$ cat config.mk
export PLATFORM = sky130hd
export DESIGN_NAME = mini_alu_arbiter
export DESIGN_NICKNAME = d
export VERILOG_FILES = /design/src/rtl/mini_alu_arbiter.sv
export SDC_FILE = /design/constraint.sdc
export NUM_CORES = 1
export LEC_CHECK = 0
export CAP_MARGIN = 20
export CORE_MARGIN = 10
export CORE_UTILIZATION = 30
export CTS_BUF_LIST = sky130_fd_sc_hd__clkbuf_4
export DETAILED_ROUTE_END_ITERATION = 12
export GPL_ROUTABILITY_DRIVEN = 1
export PLACE_DENSITY_LB_ADDON = 0.3
export SLEW_MARGIN = 0
export SYNTH_ARGS = -nofsm -noshare
export SYNTH_HDL_FRONTEND = slang
export SYNTH_SLANG_ARGS = --single-unit
$ cat constraint.sdc
create_clock -name clk -period 3.3 [get_ports clk]
set_input_delay 0.33 -clock clk [delete_from_list [all_inputs] [get_ports clk]]
set_output_delay 0.33 -clock clk [all_outputs]
set_load 0.01 [all_outputs]
$ cat src/rtl/mini_alu_arbiter.sv
// Round-robin sharing of one combinational mini_ALU between two requesters.
// Define ALU_ARB_STATS_EN to add saturating per-port grant counters.
module mini_alu_arbiter #(
  parameter int DATA_W        = 6,
  parameter int FXN_W         = 3,
  parameter int SETTLE_CYCLES = 1
) (
  input  logic              clk,
  input  logic              reset,
  input  logic [1:0]        req_valid,
  output logic [1:0]        req_ready,
  input  logic [DATA_W-1:0] req0_a,
  input  logic [DATA_W-1:0] req1_a,
  input  logic [DATA_W-1:0] req0_b,
  input  logic [DATA_W-1:0] req1_b,
  input  logic [FXN_W-1:0]  req0_fxn,
  input  logic [FXN_W-1:0]  req1_fxn,
  output logic [1:0]        resp_valid,
  input  logic [1:0]        resp_ready,
  output logic [DATA_W-1:0] resp_data,
  output logic [DATA_W-1:0] alu_a,
  output logic [DATA_W-1:0] alu_b,
  output logic [FXN_W-1:0]  alu_fxn,
  input  logic [DATA_W-1:0] alu_out
`ifdef ALU_ARB_STATS_EN
  ,
  output logic [7:0]        grant_cnt0,
  output logic [7:0]        grant_cnt1
`endif
);

  typedef enum logic [1:0] {
    IDLE,
    ISSUE,
    RESP
  } state_t;

  localparam logic [3:0] SETTLE = 4'(SETTLE_CYCLES);

  state_t     state;
  state_t     state_nx;
  logic [3:0] cnt;
  logic       last_grant;
  logic       win;
  logic       accept;
  logic       last_settle;
  logic       resp_done;

  // Round-robin: on contention the port that did not win last time goes.
  always_comb begin
    win = 1'b0;
    case (req_valid)
      2'b01:   win = 1'b0;
      2'b10:   win = 1'b1;
      2'b11:   win = ~last_grant;
      default: win = 1'b0;
    endcase
  end

  assign accept      = (state == IDLE) && (req_valid != 2'b00);
  assign last_settle = (cnt == SETTLE);
  assign resp_done   = resp_ready[last_grant];

  always_comb begin
    req_ready = 2'b00;
    if (accept) begin
      req_ready = win ? 2'b10 : 2'b01;
    end
  end

  always_comb begin
    resp_valid = 2'b00;
    if (state == RESP) begin
      resp_valid = last_grant ? 2'b10 : 2'b01;
    end
  end

  always_comb begin
    state_nx = state;
    unique case (state)
      IDLE: begin
        if (accept) begin
          state_nx = ISSUE;
        end
      end
      ISSUE: begin
        if (last_settle) begin
          state_nx = RESP;
        end
      end
      RESP: begin
        if (resp_done) begin
          state_nx = IDLE;
        end
      end
      default: state_nx = IDLE;
    endcase
  end

  always_ff @(posedge clk) begin
    if (reset) begin
      state <= IDLE;
    end else begin
      state <= state_nx;
    end
  end

  always_ff @(posedge clk) begin
    if (reset) begin
      alu_a      <= '0;
      alu_b      <= '0;
      alu_fxn    <= '0;
      resp_data  <= '0;
      cnt        <= 4'd0;
      last_grant <= 1'b1;
    end else begin
      if (accept) begin
        alu_a      <= win ? req1_a : req0_a;
        alu_b      <= win ? req1_b : req0_b;
        alu_fxn    <= win ? req1_fxn : req0_fxn;
        last_grant <= win;
        cnt        <= 4'd1;
      end
      // ALU inputs have been stable for SETTLE cycles on the last pass.
      if (state == ISSUE) begin
        if (last_settle) begin
          resp_data <= alu_out;
          cnt       <= 4'd0;
        end else begin
          cnt <= cnt + 4'd1;
        end
      end
    end
  end

`ifdef ALU_ARB_STATS_EN
  always_ff @(posedge clk) begin
    if (reset) begin
      grant_cnt0 <= 8'd0;
      grant_cnt1 <= 8'd0;
    end else if (accept) begin
      if (!win && grant_cnt0 != 8'hFF) begin
        grant_cnt0 <= grant_cnt0 + 8'd1;
      end
      if (win && grant_cnt1 != 8'hFF) begin
        grant_cnt1 <= grant_cnt1 + 8'd1;
      end
    end
  end
`endif

endmodule

==> flow_summary.json <==
{
  "drc": 0,
  "critPathCapture": "req_ready[1]",
  "required_ps": 2970,
  "setup_viol": 0,
  "arrival_ps": 2060,
  "clkSlewWorstSetupHoldPaths_ps": 150,
  "busiest_layer": "met2",
  "largest_area_cell": "dfxtp_1",
  "core_area_um2": 4320,
  "overflow": 0,
  "fin_setup_tns_ps": 0,
  "clockRootBuffer": "clkbuf_4",
  "top_logic_kind": "simple AND/OR/NAND/NOR gates",
  "cts_tree": "done",
  "wl_met2_mm": 1.98,
  "edf_count": 0,
  "firstDrtPassIters": 4,
  "ctsResizeCount": 0,
  "power.density_nw_per_um2": 417,
  "crit_buf_inv": 2,
  "simple_gate_share_pct": 25.6,
  "period_used_pct": 72.4,
  "wl_met1_mm": 1.93,
  "warnings": 27,
  "postSynth.asyncResetShare_pct": 0,
  "tightest_slew_ps": 995,
  "slew_headroom_pct": 33.4,
  "syn_inst": 164,
  "rrSetupSlack_ps": 1630,
  "syn_nets": 208,
  "crit_chain": "nor2_2 -> buf_4 -> and2_1 -> clkdlybuf4s50_1",
  "route.met3.wl_um": 518,
  "die_area_um2": 7460,
  "nets": 269,
  "diodes": 0,
  "r2r-end": "alu_a[1]",
  "r2r_start": "state[1]",
  "hold_buffers": 0,
  "highest_layer": "met4",
  "holdWs_ps": 490,
  "irDropWorstVdd_v": 0.000214,
  "synth_area_per_cell_um2": 8.06,
  "ys_sh_adder_pct": 1.89,
  "status": "complete, no violations",
  "yosysUniqueCellTypes": 30,
  "top_cells_by_area": "dfxtp_1, nand3_1, a31oi_1, o21ai_1, o21ai_0"
}
per-stage QoR:
| step | setup slack, ps | power [mW] | instances | cell area [um^2] |
|---|---|---|---|---|
| after global placement | 1150 | 0.721 | 272 | 2020 |
| after CTS | 910 | 0.866 | 275 | 2050 |
| final | 912 | 0.854 | 275 | 2050 |
| after detailed placement | 1120 | 0.722 | 272 | 2020 |
| after floorplan | 1810 | 0.565 | 164 | 1320 |
| after global routing | 798 | 0.911 | 275 | 2050 |
power breakdown:
part / leakage [nW] / switching (mW) / internal, mW / total (mW)
Sequential: 0.230 / 0.0295 / 0.374 / 0.404
Combinational: 0.448 / 0.154 / 0.156 / 0.309
Clock: 0.0138 / 0.0985 / 0.0428 / 0.141
Total: 0.692 / 0.282 / 0.573 / 0.854
cell type report:
type | instances | area [um^2] | share of cell area, %
repair buffers | 71 | 698 | 34.1
inverters | 1 | 3.75 | 0.183
clock buffers | 3 | 22.5 | 1.10
flip-flops and latches | 28 | 561 | 27.4
well taps | 52 | 65.1 | 3.18
multi-input cells | 120 | 697 | 34.0
placed cells by master, fill, tap and decap left out:
master and n:
a31oi_1 15, o21ai_0 10, a211oi_1 1, o21ai_1 15, or3b_1 1, o31ai_1 1, mux2i_1 1, nor3b_2 1
ha_1 2, nand2b_1 3, a211o_1 1, or3_1 3, or2_1 1, buf_4 5, a21oi_1 9, nand3_1 37
nor3_1 1, a2111oi_2 1, nor3b_1 2, a21boi_2 1, inv_1 1, xor2_1 1, nor2_1 3, and2_1 2
nor2_2 1, clkbuf_4 3, nor2b_1 4, and3_1 1, clkdlybuf4s50_1 66, dfxtp_1 28, nand2_1 2
sequential cells by signal, indices dropped and copies added (netlist names):
signal / count
alu_b: 6
cnt: 4
resp_data: 6
last_grant: 1
alu_fxn: 3
state: 2
alu_a: 6
Figure 1. M2 wires.
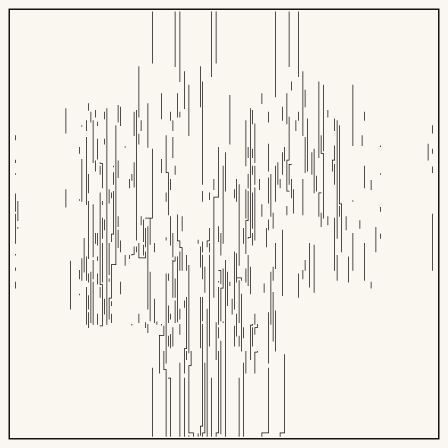
main direction: vertical
nets with wire on the layer: 218
met2 Use GR: 18.0%
via count: 1,435
total wire length: 4.45 mm

Figure 2. Gate families picked out.
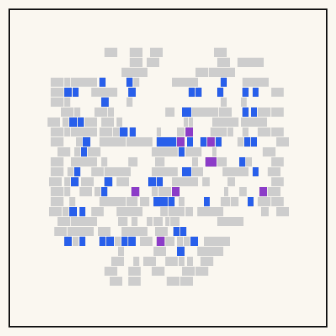
[purple] and/or cells | cells: 8 | most used: or3_1 | where: centre
[blue] aoi and oai cells | cells: 53
Comb area share: 34.0%
most frequent logic cell in the layout: clkdlybuf4s50_1
Non-Filler Instances: 275

Figure 3. The clock network.
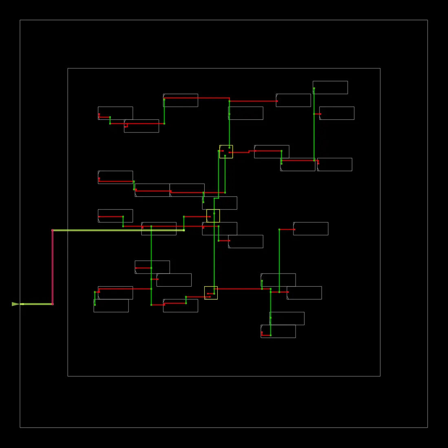
clk sinks: 28
clock buffers: 3
cts bufs inserted: 3

Figure 4. Signal wires on met3.
Scale bar: 20 um.
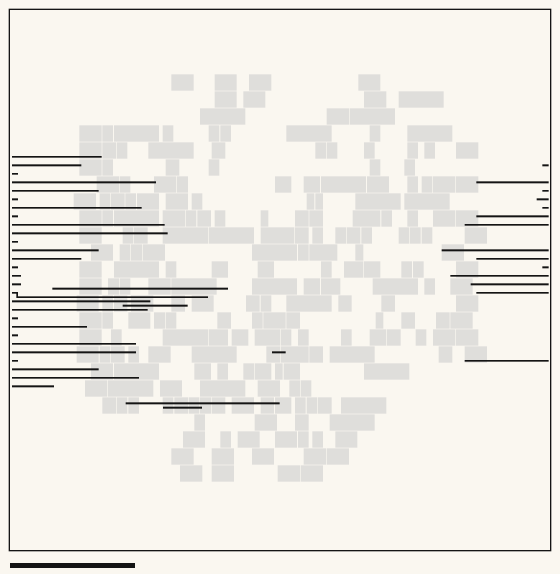
nets with wire on the layer: 45
main direction: horizontal
share of all routed wire: 12%
wire length on this layer: 519 um
longest straight run: 30.4 um
GRT met3 Usage: 6.19%

Power figures rest on the tool's default switching activity, not on a simulated workload.
